==> config.mk <==
export PLATFORM = sky130hd
export DESIGN_NAME = spn_sched
export DESIGN_NICKNAME = d
export VERILOG_FILES = /design/src/rtl/spn_sched.sv
export SDC_FILE = /design/constraint.sdc
export NUM_CORES = 1
export LEC_CHECK = 0
export ABC_AREA = 1
export CORE_UTILIZATION = 35
export DETAILED_ROUTE_END_ITERATION = 7
export GPL_TIMING_DRIVEN = 0
export PLACE_DENSITY = 0.76
export SETUP_SLACK_MARGIN = 0.02
export SYNTH_ARGS = -nofsm -noshare
export SYNTH_HDL_FRONTEND = slang
export SYNTH_SLANG_ARGS = --single-unit
==> constraint.sdc <==
create_clock -name clk -period 2.15 [get_ports clk]
set_input_delay 0.5375 -clock clk [delete_from_list [all_inputs] [get_ports clk]]
set_output_delay 0.5375 -clock clk [all_outputs]
set_load 0.01 [all_outputs]
==> src/rtl/spn_sched.sv <==
// spn_sched: round-robin scheduler sharing one SPN crypto core among NUM_REQ
// requesters. A request (opcode, 16-bit data, 32-bit key) is accepted over a
// valid/ready handshake. It is issued to the core for one cycle. The scheduler
// then waits for the core result or for a timeout. The result goes back
// tagged with the index of the requester that sent it.
//
// Build option: define SPN_SCHED_FIXED_PRIO_EN to replace round-robin with a
// fixed priority arbiter, where the lowest valid index always wins.
//
// Ports:
//   clk, reset                     clock, synchronous active-high reset
//   req_valid/req_ready            per-requester handshake (ready one-hot or 0)
//   req_opcode/req_data/req_key    packed per-requester operation fields
//   rsp_valid/rsp_ready            response handshake
//   rsp_id/rsp_data/rsp_status     owner index, result, 01 enc/10 dec/11 error
//   core_opcode/in_data/key        to core (opcode 00 idle, 01 enc, 10 dec)
//   core_out_data/core_valid       from core (valid 00 none/01/10/11 error)
module spn_sched #(
    parameter int NUM_REQ = 4,
    parameter int TIMEOUT = 16,
    localparam int IDW = $clog2(NUM_REQ)
) (
    input  logic                  clk,
    input  logic                  reset,
    input  logic [NUM_REQ-1:0]    req_valid,
    output logic [NUM_REQ-1:0]    req_ready,
    input  logic [2*NUM_REQ-1:0]  req_opcode,
    input  logic [16*NUM_REQ-1:0] req_data,
    input  logic [32*NUM_REQ-1:0] req_key,
    output logic                  rsp_valid,
    input  logic                  rsp_ready,
    output logic [IDW-1:0]        rsp_id,
    output logic [15:0]           rsp_data,
    output logic [1:0]            rsp_status,
    output logic [1:0]            core_opcode,
    output logic [15:0]           core_in_data,
    output logic [31:0]           core_key,
    input  logic [15:0]           core_out_data,
    input  logic [1:0]            core_valid
);

    typedef enum logic [1:0] {IDLE, ISSUE, WAIT, RESP} state_e;

    state_e         state_q;
    logic [IDW-1:0] last_q;
    logic [7:0]     cnt_q, cnt_d;
    logic [1:0]     core_opcode_q;
    logic [15:0]    core_in_data_q;
    logic [31:0]    core_key_q;
    logic           rsp_valid_q;
    logic [IDW-1:0] rsp_id_q;
    logic [15:0]    rsp_data_q;
    logic [1:0]     rsp_status_q;

    logic           win_vld;
    logic [IDW-1:0] win_idx;
    logic [1:0]     win_op;
    logic [15:0]    win_data;
    logic [31:0]    win_key;

    // Winner search. Both loops run from the lowest priority candidate to the
    // highest. Each later hit overwrites an earlier one, so the last hit is
    // the highest priority.
    always_comb begin
        win_vld = 1'b0;
        win_idx = '0;
`ifdef SPN_SCHED_FIXED_PRIO_EN
        for (int i = NUM_REQ - 1; i >= 0; i--) begin
            if (req_valid[IDW'(i)]) begin
                win_vld = 1'b1;
                win_idx = IDW'(i);
            end
        end
`else
        for (int k = NUM_REQ; k >= 1; k--) begin
            int j;
            j = (int'(last_q) + k) % NUM_REQ;
            if (req_valid[IDW'(j)]) begin
                win_vld = 1'b1;
                win_idx = IDW'(j);
            end
        end
`endif
    end

    assign win_op   = req_opcode[{win_idx, 1'b0} +: 2];
    assign win_data = req_data[{win_idx, 4'b0} +: 16];
    assign win_key  = req_key[{win_idx, 5'b0} +: 32];
    assign cnt_d    = cnt_q + 8'd1;

    always_comb begin
        req_ready = '0;
        if (!reset && state_q == IDLE && win_vld)
            req_ready[win_idx] = 1'b1;
    end

    always_ff @(posedge clk) begin
        if (reset) begin
            state_q        <= IDLE;
            last_q         <= IDW'(NUM_REQ - 1);
            cnt_q          <= '0;
            core_opcode_q  <= 2'b00;
            core_in_data_q <= '0;
            core_key_q     <= '0;
            rsp_valid_q    <= 1'b0;
            rsp_id_q       <= '0;
            rsp_data_q     <= '0;
            rsp_status_q   <= 2'b00;
        end else begin
            case (state_q)
                IDLE: if (win_vld) begin
                    last_q   <= win_idx;
                    rsp_id_q <= win_idx;
                    if (win_op == 2'b01 || win_op == 2'b10) begin
                        // Load the core port now so the opcode is visible
                        // during the single ISSUE cycle.
                        core_opcode_q  <= win_op;
                        core_in_data_q <= win_data;
                        core_key_q     <= win_key;
                        state_q        <= ISSUE;
                    end else begin
                        rsp_valid_q  <= 1'b1;
                        rsp_status_q <= 2'b11;
                        rsp_data_q   <= '0;
                        state_q      <= RESP;
                    end
                end
                ISSUE: begin
                    core_opcode_q <= 2'b00;
                    cnt_q         <= '0;
                    state_q       <= WAIT;
                end
                WAIT: begin
                    cnt_q <= cnt_d;
                    if (core_valid != 2'b00) begin
                        rsp_valid_q  <= 1'b1;
                        rsp_data_q   <= core_out_data;
                        rsp_status_q <= core_valid;
                        state_q      <= RESP;
                    end else if (cnt_d == 8'(TIMEOUT)) begin
                        rsp_valid_q  <= 1'b1;
                        rsp_data_q   <= '0;
                        rsp_status_q <= 2'b11;
                        state_q      <= RESP;
                    end
                end
                RESP: if (rsp_ready) begin
                    rsp_valid_q <= 1'b0;
                    state_q     <= IDLE;
                end
                default: state_q <= IDLE;
            endcase
        end
    end

    assign core_opcode  = core_opcode_q;
    assign core_in_data = core_in_data_q;
    assign core_key     = core_key_q;
    assign rsp_valid    = rsp_valid_q;
    assign rsp_id       = rsp_id_q;
    assign rsp_data     = rsp_data_q;
    assign rsp_status   = rsp_status_q;

endmodule

==> qor.yml, run 1 <==
outcome:
  status: "finished, violations left"
  violations: "setup timing"
grt:
  gr-usage-met1: 0.338
  antenna_found_initial: 0
  grt_pass1_vias: 6427
clock_network:
  cts_root_buf: "clkbuf_16"
  numClockSinks: 83
  holdBufCountCts: 0
  cts_resized: 115
  htreeDepth: 3
  cts_tree: "yes"
  cts_buffer_depth: 2
yosys:
  synth_top_area_share: 0.320
  top_area_cell: "dfxtp_1"
  xor_area_frac: 0.00843
  ys_async_sr_fraction: 0
  yosys.area_share.adder: 0.0144
  ys_sh_simple: 0.362
  logic_family: "simple AND/OR/NAND/NOR gates"
  synth_cells: 822
  syn_area_um2: 5200
  syn_area_per_cell_um2: 6.32
flow_run:
  warnings: 33
  drv_cap: 0
final_layout:
  clockNetworkAreaShare: 0.0285
  diodes: 0
  clock_buffers: 9
  seq_area_um2: 1660
  lay_top_count: "clkdlybuf4s50_1"
  syn2layout_area_growth_pct: 89.8
  fill_cells: 1256
  finalInstanceArea_um2: 9870
  num-multi-input-gates: 599
  buf_share: 0.387
  drive_above_1_share: 0.199
  fin_util: 0.679
  largest_cell_class: "buffers"
  inverters: 87
routing:
  drc: 0
  viasPerCell: 5.02
  drtIter0Drc: 423
  ant_nets: 0
die:
  tap_cells: 184
  die_h_um: 124
  core_um2: 14500
  ioPinCount: 300
power:
  power.total_w: 0.0191
  p_seq_w: 0.00234
  switchingPower_w: 0.00929
  p_seq_frac: 0.123
  p_comb_w: 0.0152
final_timing:
  setup_viol: 74
  relSlewSlack: 0.565
  rsz0062_at_grt: "true"
  layout_setup_ws_ns: -0.419
setup_path:
  cp-start-kind: "flop"
  crit_start: "last_q[0]"
  rr_endpoint: "rsp_data[14]"
  cp.arrival_ns: 2.03
  path_max_fanout: 7
worst_hold_path:
  min_to: "rsp_id[0]"
place:
  post-place-ws_ns: -1.46
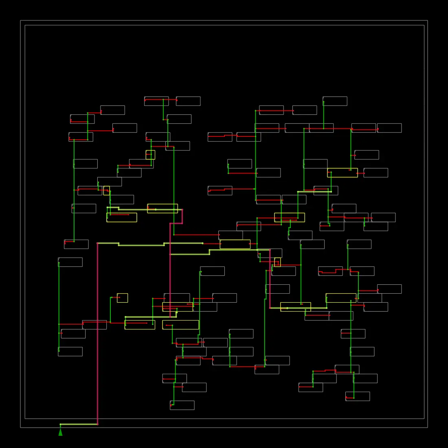
run_1/clocks.png
FFs & Latches: 83
P_clk: 0.00151 W

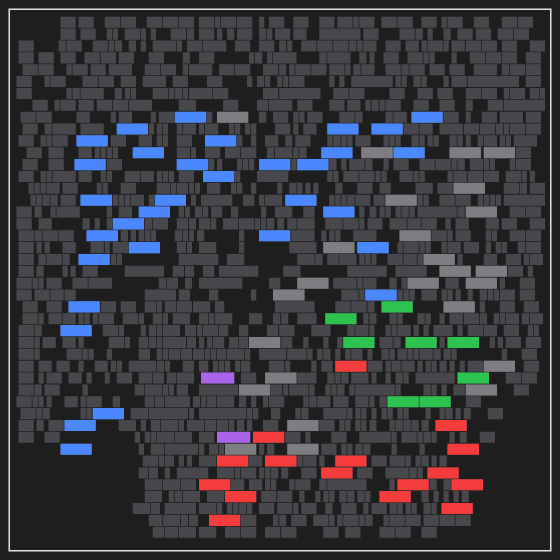
run_1/flops_by_reg.png
Other sequential cells in the stronger grey, the rest of the logic in the fainter grey.
| colour | netlist name | placed flops |
|---|---|---|
| red | rsp_data | 16 |
| purple | last_q | 2 |
| blue | core_key | 32 |
| green | cnt_q | 8 |

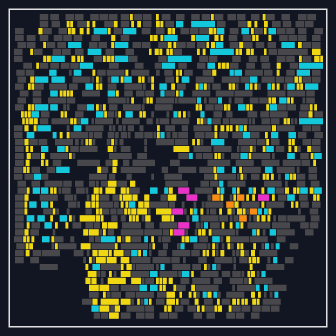
run_1/logic_types.png
| colour | family | cells | where |
|---|---|---|---|
| yellow | nand cells | 407 | spread over the die |
| magenta | fa/ha/maj cells | 6 | centre |
| cyan | aoi and oai cells | 136 | spread over the die |
| orange | xor and xnor cells | 5 | east |

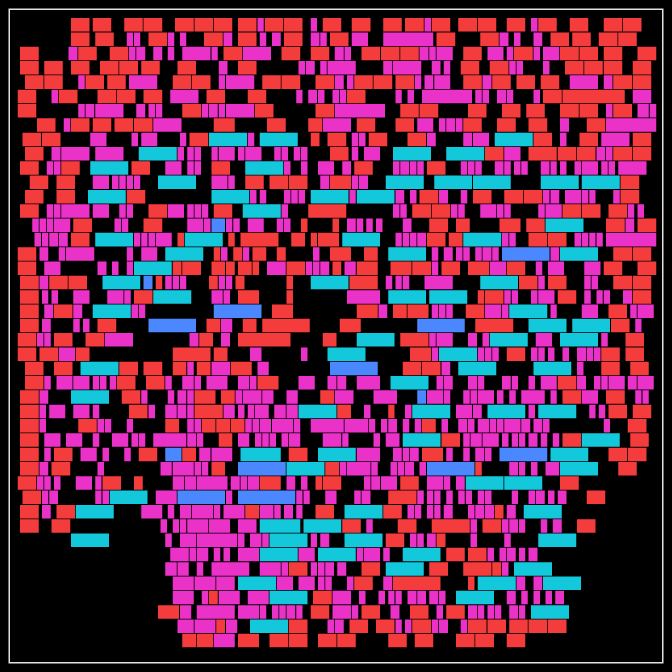
run_1/placement_by_type.png
| colour | class | cells | share of their area |
|---|---|---|---|
| blue | clock drivers and dummy loads | 14 | 2.9% |
| cyan | sequential cells | 83 | 17% |
| red | remaining buffers and delay cells | 388 | 40% |
| magenta | combinational and other logic | 686 | 40% |

## Run 2: what changed since run 1
--- a/config.mk
+++ b/config.mk
@@ -5,10 +5,8 @@
 export SDC_FILE = /design/constraint.sdc
 export NUM_CORES = 1
 export LEC_CHECK = 0
-export ABC_AREA = 1
-export CORE_UTILIZATION = 35
+export CORE_UTILIZATION = 34
 export DETAILED_ROUTE_END_ITERATION = 7
-export GPL_TIMING_DRIVEN = 0
 export PLACE_DENSITY = 0.76
 export SETUP_SLACK_MARGIN = 0.02
 export SYNTH_ARGS = -nofsm -noshare
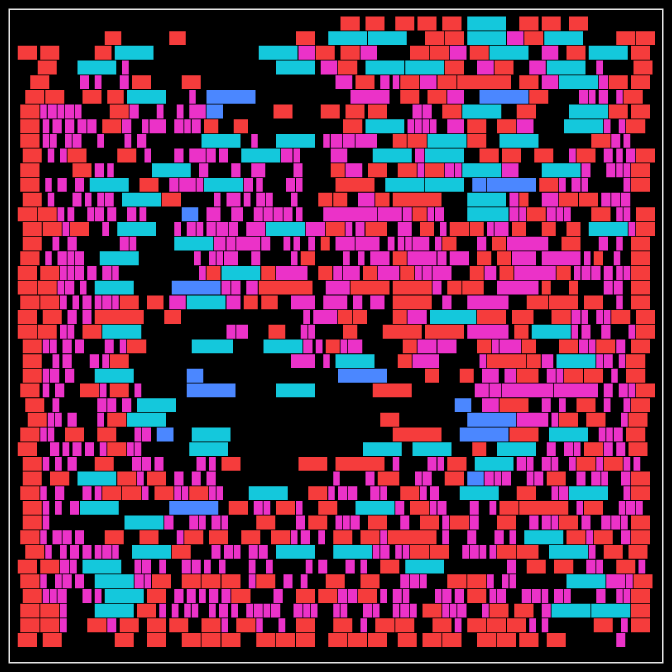
run_2/placement_by_type.png
| colour | class | cells | share of their area |
|---|---|---|---|
| blue | clock drivers and dummy loads | 16 | 3.2% |
| magenta | combinational and other logic | 596 | 35% |
| red | remaining buffers and delay cells | 366 | 43% |
| cyan | sequential cells | 83 | 19% |

==> qor.yml, run 2 <==
outcome:
  status: "finished, violations left"  # unchanged
  violations: "setup timing"  # unchanged
setup_path:
  crit_family: "buffers and inverters"  # unchanged
  path_max_fanout: 8  # was 7
  rr_endpoint: "rsp_data[8]"  # was rsp_data[14]
  cp.arrival_ns: 2.53  # was 2.03 ns
  cp-start-kind: "input pin"  # was flop
  crit_start: "req_valid[1]"  # was last_q[0]
final_layout:
  inverters: 6  # was 87
  seq_area_um2: 1670  # was 1660 µm²
  fin_util: 0.656  # was 0.679
  largest_cell_class: "buffers"  # unchanged
  seq_cells: 83  # unchanged
  finalInstanceArea_um2: 9070  # was 9870 µm²
  drive_above_1_share: 0.120  # was 0.199
  clockNetworkAreaShare: 0.0315  # was 0.0285
  diodes: 3  # was 0
  finalNetCount: 1287  # was 1399
  lay_top_count: "clkdlybuf4s50_1"  # unchanged
  comb_share: 0.342  # was 0.357
  buf_share: 0.415  # was 0.387
  num-multi-input-gates: 590  # was 599
  fill_cells: 1219  # was 1256
  lay_top_cells: "clkdlybuf4s50_1 (282), nand2_1 (258), nand3_1 (153)"  # was clkdlybuf4s50_1 (291), nand2_1 (279), dfxtp_1 (81)
flow_run:
  drv_cap: 0  # unchanged
  warnings: 33  # unchanged
grt:
  grt_max_degree: 88  # was 14
  grt.total_usage: 0.258  # was 0.286
  antenna_found_initial: 3  # was 0
  grt_pass1_vias: 5821  # was 6427
  gr-usage-met1: 0.300  # was 0.338
yosys:
  yosys_cells: 738  # was 822
  synth_top_area_share: 0.346  # was 0.320
  ys_sh_simple: 0.424  # was 0.362
  xor_area_frac: 0.00730  # was 0.00843
  ys_async_sr_fraction: 0  # unchanged
  logic_family: "simple AND/OR/NAND/NOR gates"  # unchanged
  yosys.area_share.adder: 0.0156  # was 0.0144
  mux_share: 0.00730  # was 0
  top_area_cell: "dfxtp_1"  # unchanged
  syn_area_per_cell_um2: 6.50  # was 6.32 µm²
  syn_area_um2: 4800  # was 5200 µm²
  ys_seq_frac: 0.346  # was 0.320
power:
  power.total_w: 0.00988  # was 0.0191 W
  p_seq_w: 0.00229  # was 0.00234 W
  pg_clk_w: 0.00151  # about the same
  p_seq_frac: 0.232  # was 0.123
  p_comb_w: 0.00608  # was 0.0152 W
  switchingPower_w: 0.00410  # was 0.00929 W
clock_network:
  cts_buffer_depth: 2  # unchanged
  cts_resized: 69  # was 115
  cts_tree: "yes"  # unchanged
  cts_root_buf: "clkbuf_16"  # unchanged
  holdBufCountCts: 0  # unchanged
  htreeDepth: 3  # unchanged
  numClockSinks: 83  # unchanged
final_timing:
  setup_viol: 29  # was 74
  hold_viol: 0  # unchanged
  relSlewSlack: 0.470  # was 0.565
  fin_worst_skew_ns: 0.00995  # was 0.00495 ns
  layout_setup_ws_ns: -0.141  # was -0.419 ns
  rsz0062_at_grt: "true"  # unchanged
die:
  tap_cells: 180  # was 184
  die-width_um: 121  # was 124 µm
  ioPinCount: 300  # unchanged
  die_h_um: 121  # was 124 µm
  core_um2: 13800  # was 14500 µm²
routing:
  viasPerCell: 5.12  # was 5.02
  wl_met3_mm: 1.60  # was 1.86 mm
  dr_wl_met2_mm: 10.4  # was 11.3 mm
  drtIter0Drc: 338  # was 423
  drc: 0  # unchanged
  ant_nets: 0  # unchanged
place:
  post-place-ws_ns: -0.941  # was -1.46 ns
worst_hold_path:
  min_to: "core_key[3]"  # was rsp_id[0]
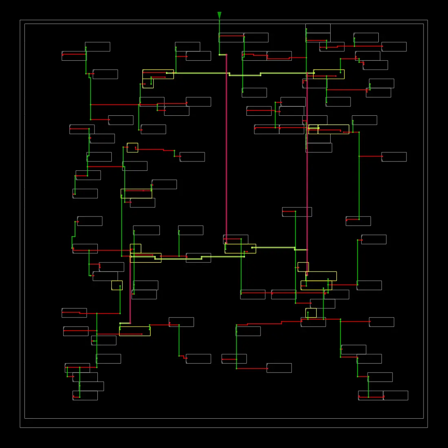
run_2/clocks.png
Clock Buffer Count: 9
CTS buffer count: 9
Clock Latency Late Sink: 0.35 ns

Power is estimated from default activity; no workload was simulated.
